**src/rtl/rotation_line_parser.sv**
```systemverilog
// Rotation record parser: turns "L68\n" / "R48\r\n" byte streams into signed rotation words.
// Optional macro PARSER_MOD100_EN keeps only the last two decimal digits of each record.
module rotation_line_parser #(
  parameter int unsigned WIDTH_DOUT    = 128,
  parameter int unsigned WIDTH_COMPUTE = 32,
  parameter int unsigned MAX_DIGITS    = 9,
  parameter int unsigned WIDTH_CNT     = 16
) (
  input  logic                  clk,
  input  logic                  rst,
  input  logic [7:0]            rx_data,
  input  logic                  rx_valid,
  output logic [WIDTH_DOUT-1:0] dout,
  output logic                  dout_valid,
  output logic [WIDTH_CNT-1:0]  rec_count,
  output logic [WIDTH_CNT-1:0]  err_count,
  output logic                  busy
);

  localparam int unsigned NDIG_W = $clog2(MAX_DIGITS + 1);
  localparam logic [NDIG_W-1:0] MAX_NDIG = NDIG_W'(MAX_DIGITS);

  typedef enum logic [1:0] {
    IDLE,
    DIGITS,
    DISCARD
  } state_t;

  state_t                     state;
  logic                       neg;
  logic [NDIG_W-1:0]          ndig;
  logic                       is_digit;
  logic [3:0]                 digit;
  logic                       digit_ok;
  logic [WIDTH_COMPUTE-1:0]   mag;
  logic signed [WIDTH_COMPUTE-1:0] sval;

  // ASCII '0'..'9' carry the digit value in the low nibble
  assign is_digit = (rx_data >= 8'h30) && (rx_data <= 8'h39);
  assign digit    = rx_data[3:0];

`ifdef PARSER_MOD100_EN
  logic [3:0] tens;
  logic [3:0] ones;

  assign digit_ok = 1'b1;

  always_comb begin
    mag = (WIDTH_COMPUTE'(tens) << 3) + (WIDTH_COMPUTE'(tens) << 1) + WIDTH_COMPUTE'(ones);
  end
`else
  logic [WIDTH_COMPUTE-1:0] acc;

  assign digit_ok = (ndig < MAX_NDIG);
  assign mag      = acc;
`endif

  assign sval = neg ? -$signed(mag) : $signed(mag);
  assign busy = (state != IDLE);

  function automatic logic [WIDTH_CNT-1:0] sat_inc(input logic [WIDTH_CNT-1:0] c);
    return (c == '1) ? c : c + WIDTH_CNT'(1);
  endfunction

  always_ff @(posedge clk) begin
    if (!rst) begin
      state      <= IDLE;
      neg        <= 1'b0;
      ndig       <= '0;
`ifdef PARSER_MOD100_EN
      tens       <= '0;
      ones       <= '0;
`else
      acc        <= '0;
`endif
      dout       <= '0;
      dout_valid <= 1'b0;
      rec_count  <= '0;
      err_count  <= '0;
    end else begin
      dout_valid <= 1'b0;
      if (rx_valid) begin
        case (state)
          IDLE: begin
            if (rx_data == 8'h4C || rx_data == 8'h52) begin
              neg   <= (rx_data == 8'h4C);
              ndig  <= '0;
`ifdef PARSER_MOD100_EN
              tens  <= '0;
              ones  <= '0;
`else
              acc   <= '0;
`endif
              state <= DIGITS;
            end else if (rx_data != 8'h0A && rx_data != 8'h0D && rx_data != 8'h20) begin
              err_count <= sat_inc(err_count);
              state     <= DISCARD;
            end
          end

          DIGITS: begin
            if (is_digit) begin
              if (digit_ok) begin
`ifdef PARSER_MOD100_EN
                tens <= ones;
                ones <= digit;
`else
                acc  <= (acc << 3) + (acc << 1) + WIDTH_COMPUTE'(digit);
`endif
                // Saturating so the mod-100 build can take unbounded digit runs
                ndig <= (ndig < MAX_NDIG) ? ndig + NDIG_W'(1) : ndig;
              end else begin
                err_count <= sat_inc(err_count);
                state     <= DISCARD;
              end
            end else if (rx_data == 8'h0A) begin
              state <= IDLE;
              if (ndig == '0) begin
                err_count <= sat_inc(err_count);
              end else begin
                dout       <= WIDTH_DOUT'(sval);
                dout_valid <= 1'b1;
                rec_count  <= sat_inc(rec_count);
              end
            end else if (rx_data != 8'h0D) begin
              err_count <= sat_inc(err_count);
              state     <= DISCARD;
            end
          end

          DISCARD: begin
            if (rx_data == 8'h0A) state <= IDLE;
          end

          default: state <= IDLE;
        endcase
      end
    end
  end

endmodule

```
**config.mk**
```make
export PLATFORM = sky130hd
export DESIGN_NAME = rotation_line_parser
export DESIGN_NICKNAME = d
export VERILOG_FILES = /design/src/rtl/rotation_line_parser.sv
export SDC_FILE = /design/constraint.sdc
export NUM_CORES = 1
export LEC_CHECK = 0
export ABC_CLOCK_PERIOD_IN_PS = 7350
export CORE_MARGIN = 2
export CORE_UTILIZATION = 30
export CTS_CLUSTER_DIAMETER = 40
export CTS_CLUSTER_SIZE = 8
export DETAILED_ROUTE_END_ITERATION = 12
export PLACE_DENSITY = 0.58
export SYNTH_ARGS = -nofsm -noshare
export SYNTH_HDL_FRONTEND = slang
export SYNTH_SLANG_ARGS = --single-unit
```
**constraint.sdc**
```tcl
create_clock -name clk -period 7.35 [get_ports clk]
set_clock_uncertainty 0.15 [all_clocks]
set_input_delay 1.47 -clock clk [delete_from_list [all_inputs] [get_ports clk]]
set_output_delay 1.47 -clock clk [all_outputs]
set_load 0.02 [all_outputs]
```
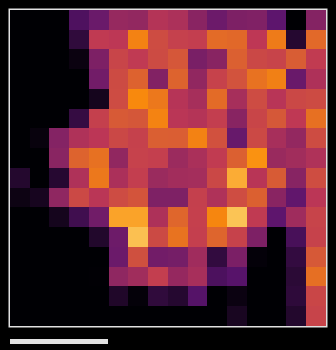
(run_1/util_map.png)
The bar under the picture is 50 um long. The die is cut into 16 by 16 equal tiles; black is low, pale yellow is high, 0 to 100% covered.
mean over tiles = 33%
fullest tile = 87%
nearly empty tiles = 27%
tiles over 75% full = 2.3%
emptiest ninth of the die = lower left
core footprint: 24200 um^2
Finished Core Util: 37.0%
fp util: 30.4%

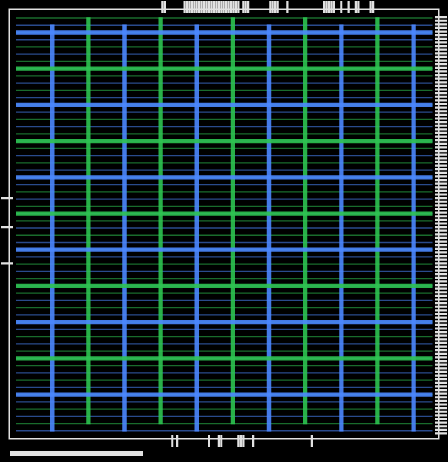
(run_1/floorplan.png)
The bar under the picture is 50 um long. Pins as bars on the die edge.
VSS -> blue
VDD -> green
met5 straps = 11
rows = 57
signal pins = 173
met4 straps = 11

==> impl_metrics.env, run 1 <==
# source this file to load flow results
export IMPL_status="finished, final reports clean"
export IMPL_n_sequential_cell=104
export IMPL_lay_top_count="clkdlybuf4s50_1"
export IMPL_n_multi_input_combinational_cell=655
export IMPL_placed_area_um2=8690
export IMPL_largestPowerGroup="sequential cells"
export IMPL_top_area_cell="dfxtp_1"
export IMPL_min_period_ns=4.92
export IMPL_synth_top_cells_by_count="dfxtp_1 (104), buf_4 (97), nor2_1 (91), nand2_1 (85), a21oi_1 (65)"
export IMPL_top_cell_area_share_pct=28.2
export IMPL_mux_area_share_pct=0.815
export IMPL_report_power_total_mw=1.08
export IMPL_edf_count=0
export IMPL_grt_pass1_wl_um=29700
export IMPL_wl_met2_um=8530
export IMPL_drt_iter0_drc=287
export IMPL_synth_cells=916
export IMPL_slowest_delay_ns=0.59
export IMPL_critical_path_cell_chain="clkdlybuf4s50_1 -> inv_1 -> fa_1 -> inv_1 -> fa_1 -> a211o_1 -> a211oi_1 -> nor2_1 -> or3b_1 -> a31oi_1 -> o31ai_1 -> xnor2_1 -> o21ai_1"
export IMPL_routed_wl_um=18700
export IMPL_power_clock_fraction_pct=44.3
export IMPL_peakVddDrop_v=0.0000827
export IMPL_synth_cell_type_count=64
export IMPL_routed_top_layer="met4"
export IMPL_p_comb_share_pct=3.4
export IMPL_diodes=0
export IMPL_required_ns=7.43
export IMPL_synth_avg_cell_area_um2=8.05
export IMPL_endpoint="acc[24]"
export IMPL_cp_num_buf_inv=3
export IMPL_worstMarginPinSlew_ns=0.859
export IMPL_buffers=178
export IMPL_root_buffer="clkbuf_16"
export IMPL_relSlewSlack_pct=42.6
export IMPL_antenna_found_initial=0
export IMPL_fp_dieW_um=161
export IMPL_n_clock_buffer=9
export IMPL_fmax_ghz=0.203
export IMPL_tns_ns=0
export IMPL_post_cts_buffers=0
export IMPL_whs_ns=0.304
export IMPL_ys_sh_simple_pct=20.1
export IMPL_grt_max_degree=56
export IMPL_die_y_um=161
export IMPL_power_density_nw_per_um2=120
export IMPL_chipArea_um2=25800
export IMPL_inverters_excl_clock=27
export IMPL_yosys_warnings=0
export IMPL_io_pins=173
export IMPL_clkSinkCount=104
export IMPL_finalHoldViolCount=0
export IMPL_fin_cells=1304
export IMPL_vias=6407
export IMPL_taps=324
export IMPL_start_kind="primary input"
export IMPL_worstReg2RegStart="acc[0]"
export IMPL_avgViaCountPerCell=4.91
export IMPL_io_buffers=172
export IMPL_gp_congestion=0.892
export IMPL_min_to="dout[8]"
export IMPL_crit_path_start="rx_data[3]"
export IMPL_ys_flops=104
export IMPL_p_int_uw=817
export IMPL_setup_ws_ns=2.43
export IMPL_rsz0062_at_grt="false"
export IMPL_power_frac_seq_pct=52.3
export IMPL_critPathSlowestCell="clkdlybuf4s50_1"
export IMPL_gr_usage_met2_pct=23.5
export IMPL_post_cts_resized=0
export IMPL_wl_per_cell_um=14.3
export IMPL_lay_top_cells="clkdlybuf4s50_1 (172), dfxtp_1 (103), nor2_1 (91), nand2_1 (85), a21oi_1 (65)"
export IMPL_crit_arrival_ns=5.00
export IMPL_cts_tree="done"
export IMPL_top_logic_kind="simple AND/OR/NAND/NOR gates"
export IMPL_cts_max_level=3
export IMPL_cts_buffers_inserted=9
export IMPL_clockBufferDepth=2
export IMPL_wl_met1_um=8580
export IMPL_largest_class="multi-input combinational cells"
export IMPL_drcViolationCount=0
export IMPL_rrSetupSlack_ns=3.68
export IMPL_dr_pass1_iters=5
export IMPL_cts_hold_buffers=0
export IMPL_fp_row_count=57
export IMPL_synth_most_common_cell="dfxtp_1"
export IMPL_grtUsageMet3_pct=2.92
export IMPL_nonClkBufAreaFrac_pct=19.7
export IMPL_ff_type="dfxtp_1"
export IMPL_comb_cell_power_uw=36.8
export IMPL_insertion_delay_ns=0.36
export IMPL_met3WireLength_um=1180
export IMPL_syn_to_final_growth_pct=21.8
export IMPL_yosys_cells=916
export IMPL_yosys_area_share_adder_pct=11.2
export IMPL_worst_hold_path_type="flop to flop"
export IMPL_logic_area_um2=4340
export IMPL_crit_cells=13
export IMPL_leakagePower_nw=3.57
export IMPL_flop_area_um2=2080
export IMPL_comb_area_share_pct=48.3
export IMPL_cp_max_fo=8
export IMPL_ant_nets=0
export IMPL_rr_worst_depth=12
export IMPL_ys_async_sr_fraction_pct=0
export IMPL_aoi_share_pct=17.3
export IMPL_holdCritStartpoint="dout[8]"
export IMPL_synthesis_area_um2=7370
export IMPL_dp_cells=1288
export IMPL_nFillCells=2508
export IMPL_nets=1051
export IMPL_syn_nets=992
export IMPL_reg_top3="acc x32, dout x32"
export IMPL_ys_seq_share_pct=28.2
export IMPL_dp_hpwl_um=13900
export IMPL_switching_power_uw=265
export IMPL_criticalPathCategory="primary input to flop"
export IMPL_max_cap_violations=0
export IMPL_pre_cts_slack_ns=2.04
export IMPL_pg_seq_uw=566
export IMPL_p_clk_uw=479
export IMPL_setup_viol=0
export IMPL_drive_gt1_share_pct=4.29
export IMPL_synth_xor_area_share_pct=9.27
export IMPL_overflow=0
export IMPL_seq_share_pct=23.2
export IMPL_clock_area_share_pct=3.19
export IMPL_netSwitchingFraction_pct=24.5
export IMPL_critPathTopFamily="AND-OR/OR-AND gates"
export IMPL_yosys_area_um2=7370
export IMPL_r2r_end="acc[24]"
export IMPL_tool_warnings=27
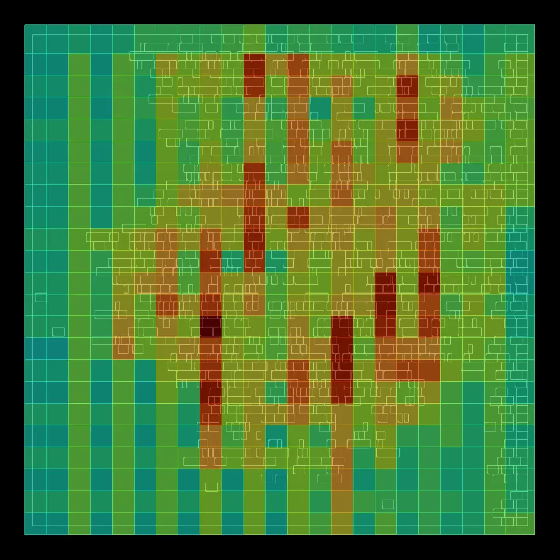
(run_1/congestion_map.png)
met1 usage: 17.8%
GR Util All Layers: 14.0%
GR peak layer: met2

==> run 2, diff against run 1 <==
Settings changed: ABC_CLOCK_PERIOD_IN_PS 7350 to 4700.
Clock period 7.35 ns to 4.7 ns, I/O delays scaled along.
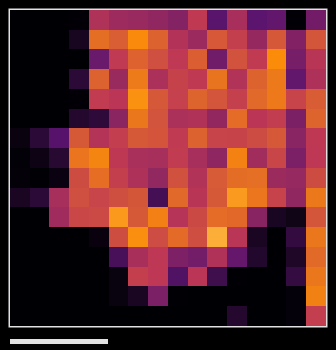
(run_2/util_map.png)
The bar under the picture is 50 um long. The die is cut into 16 by 16 equal tiles; black is low, pale yellow is high, 0 to 100% covered.
nearly empty tiles = 28%
mean over tiles = 34%
tiles over 75% full = 2.0%
fullest tile = 83%

==> run 2 against run 1 <==
Count of clock-buffer cells in the layout is the same. Core utilization grew 0.32 points. Sequential power grew 57%. First-iteration DRC count grew 10%. Critical endpoint is now acc[30]. Cell area grew 0.86%. Synthesized cell count is the same. Global-route usage grew 0.46 points. Via count grew 1.0%. Critical path depth is the same. Setup slack lost 1.9 ns. Register-to-register slack lost 2.6 ns. Synthesized area is the same.
==> impl_metrics.env, run 2 <==
# source this file to load flow results
export IMPL_n_multi_input_combinational_cell=655
export IMPL_criticalPathCategory="primary input to flop"
export IMPL_gr_usage_met1_pct=19.0
export IMPL_top_logic_kind="simple AND/OR/NAND/NOR gates"
export IMPL_largestPowerGroup="sequential cells"
export IMPL_n_clock_buffer=9
export IMPL_power_density_nw_per_um2=191
export IMPL_syn_to_final_growth_pct=22.9
export IMPL_ys_sh_simple_pct=20.1
export IMPL_start_kind="primary input"
export IMPL_cp_num_buf_inv=3
export IMPL_grt_most_used_layer="met2"
export IMPL_power_clock_fraction_pct=45.4
export IMPL_nFillCells=2491
export IMPL_clkSinkCount=104
export IMPL_buffers=185
export IMPL_n_sequential_cell=104
export IMPL_die_y_um=161
export IMPL_wl_met1_um=8810
export IMPL_status="finished, final reports clean"
export IMPL_critPathTopFamily="AND-OR/OR-AND gates"
export IMPL_edf_count=0
export IMPL_lay_top_cells="clkdlybuf4s50_1 (172), dfxtp_1 (103), nor2_1 (91), nand2_1 (85), a21oi_1 (65)"
export IMPL_switching_power_uw=446
export IMPL_yosys_cells=916
export IMPL_fp_util_pct=30.4
export IMPL_r2r_end="acc[30]"
export IMPL_p_int_mw=1.29
export IMPL_critical_path_cell_chain="clkdlybuf4s50_1 -> inv_1 -> fa_1 -> inv_1 -> fa_1 -> a211o_1 -> a211oi_1 -> o211ai_1 -> o21ai_0 -> a21oi_1 -> a41oi_1 -> xor2_1 -> o21ai_0"
export IMPL_required_ns=4.79
export IMPL_met3WireLength_um=1100
export IMPL_grt_max_degree=53
export IMPL_core_area_um2=24200
export IMPL_worstReg2RegStart="acc[0]"
export IMPL_p_comb_share_pct=3.5
export IMPL_yosys_area_share_adder_pct=11.2
export IMPL_nets=1058
export IMPL_dp_cells=1295
export IMPL_worst_hold_path_type="flop to flop"
export IMPL_drive_gt1_share_pct=4.96
export IMPL_yosys_warnings=0
export IMPL_rr_worst_depth=12
export IMPL_fmax_ghz=0.239
export IMPL_synth_cell_type_count=64
export IMPL_synth_top_cells_by_count="dfxtp_1 (104), buf_4 (97), nor2_1 (91), nand2_1 (85), a21oi_1 (65)"
export IMPL_ys_flops=104
export IMPL_clock_area_share_pct=3.44
export IMPL_synth_avg_cell_area_um2=8.05
export IMPL_clockBufferDepth=2
export IMPL_pre_cts_slack_ns=0.117
export IMPL_chipArea_um2=25800
export IMPL_inverters_excl_clock=27
export IMPL_cts_tree="done"
export IMPL_ys_async_sr_fraction_pct=0
export IMPL_cts_max_level=3
export IMPL_overflow=0
export IMPL_root_buffer="clkbuf_16"
export IMPL_routed_wl_um=18900
export IMPL_synth_most_common_cell="dfxtp_1"
export IMPL_insertion_delay_ns=0.37
export IMPL_lay_top_count="clkdlybuf4s50_1"
export IMPL_rrSetupSlack_ns=1.10
export IMPL_max_cap_violations=0
export IMPL_gp_congestion=0.856
export IMPL_min_period_ns=4.19
export IMPL_logic_area_um2=4340
export IMPL_mux_area_share_pct=0.815
export IMPL_endpoint="acc[30]"
export IMPL_fp_dieW_um=161
export IMPL_io_buffers=172
export IMPL_placed_area_um2=8750
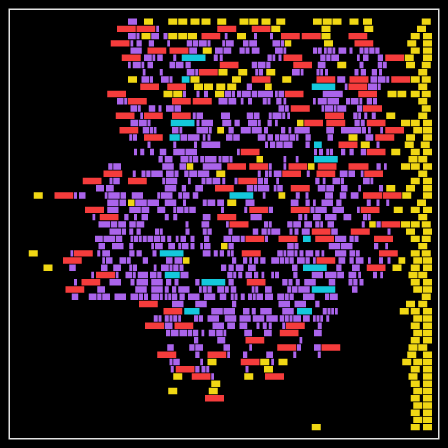
(run_2/class_map.png)
clock drivers and dummy loads -> cyan  # cells 16
remaining buffers and delay cells -> yellow  # cells 185
registers -> red  # cells 104
remaining logic cells -> purple  # cells 682
Finished Core Util: 37.4%
Seq area share: 23.0%
fin area: 9060 um^2
row count: 57

Power figures rest on the tool's default switching activity, not on a simulated workload.
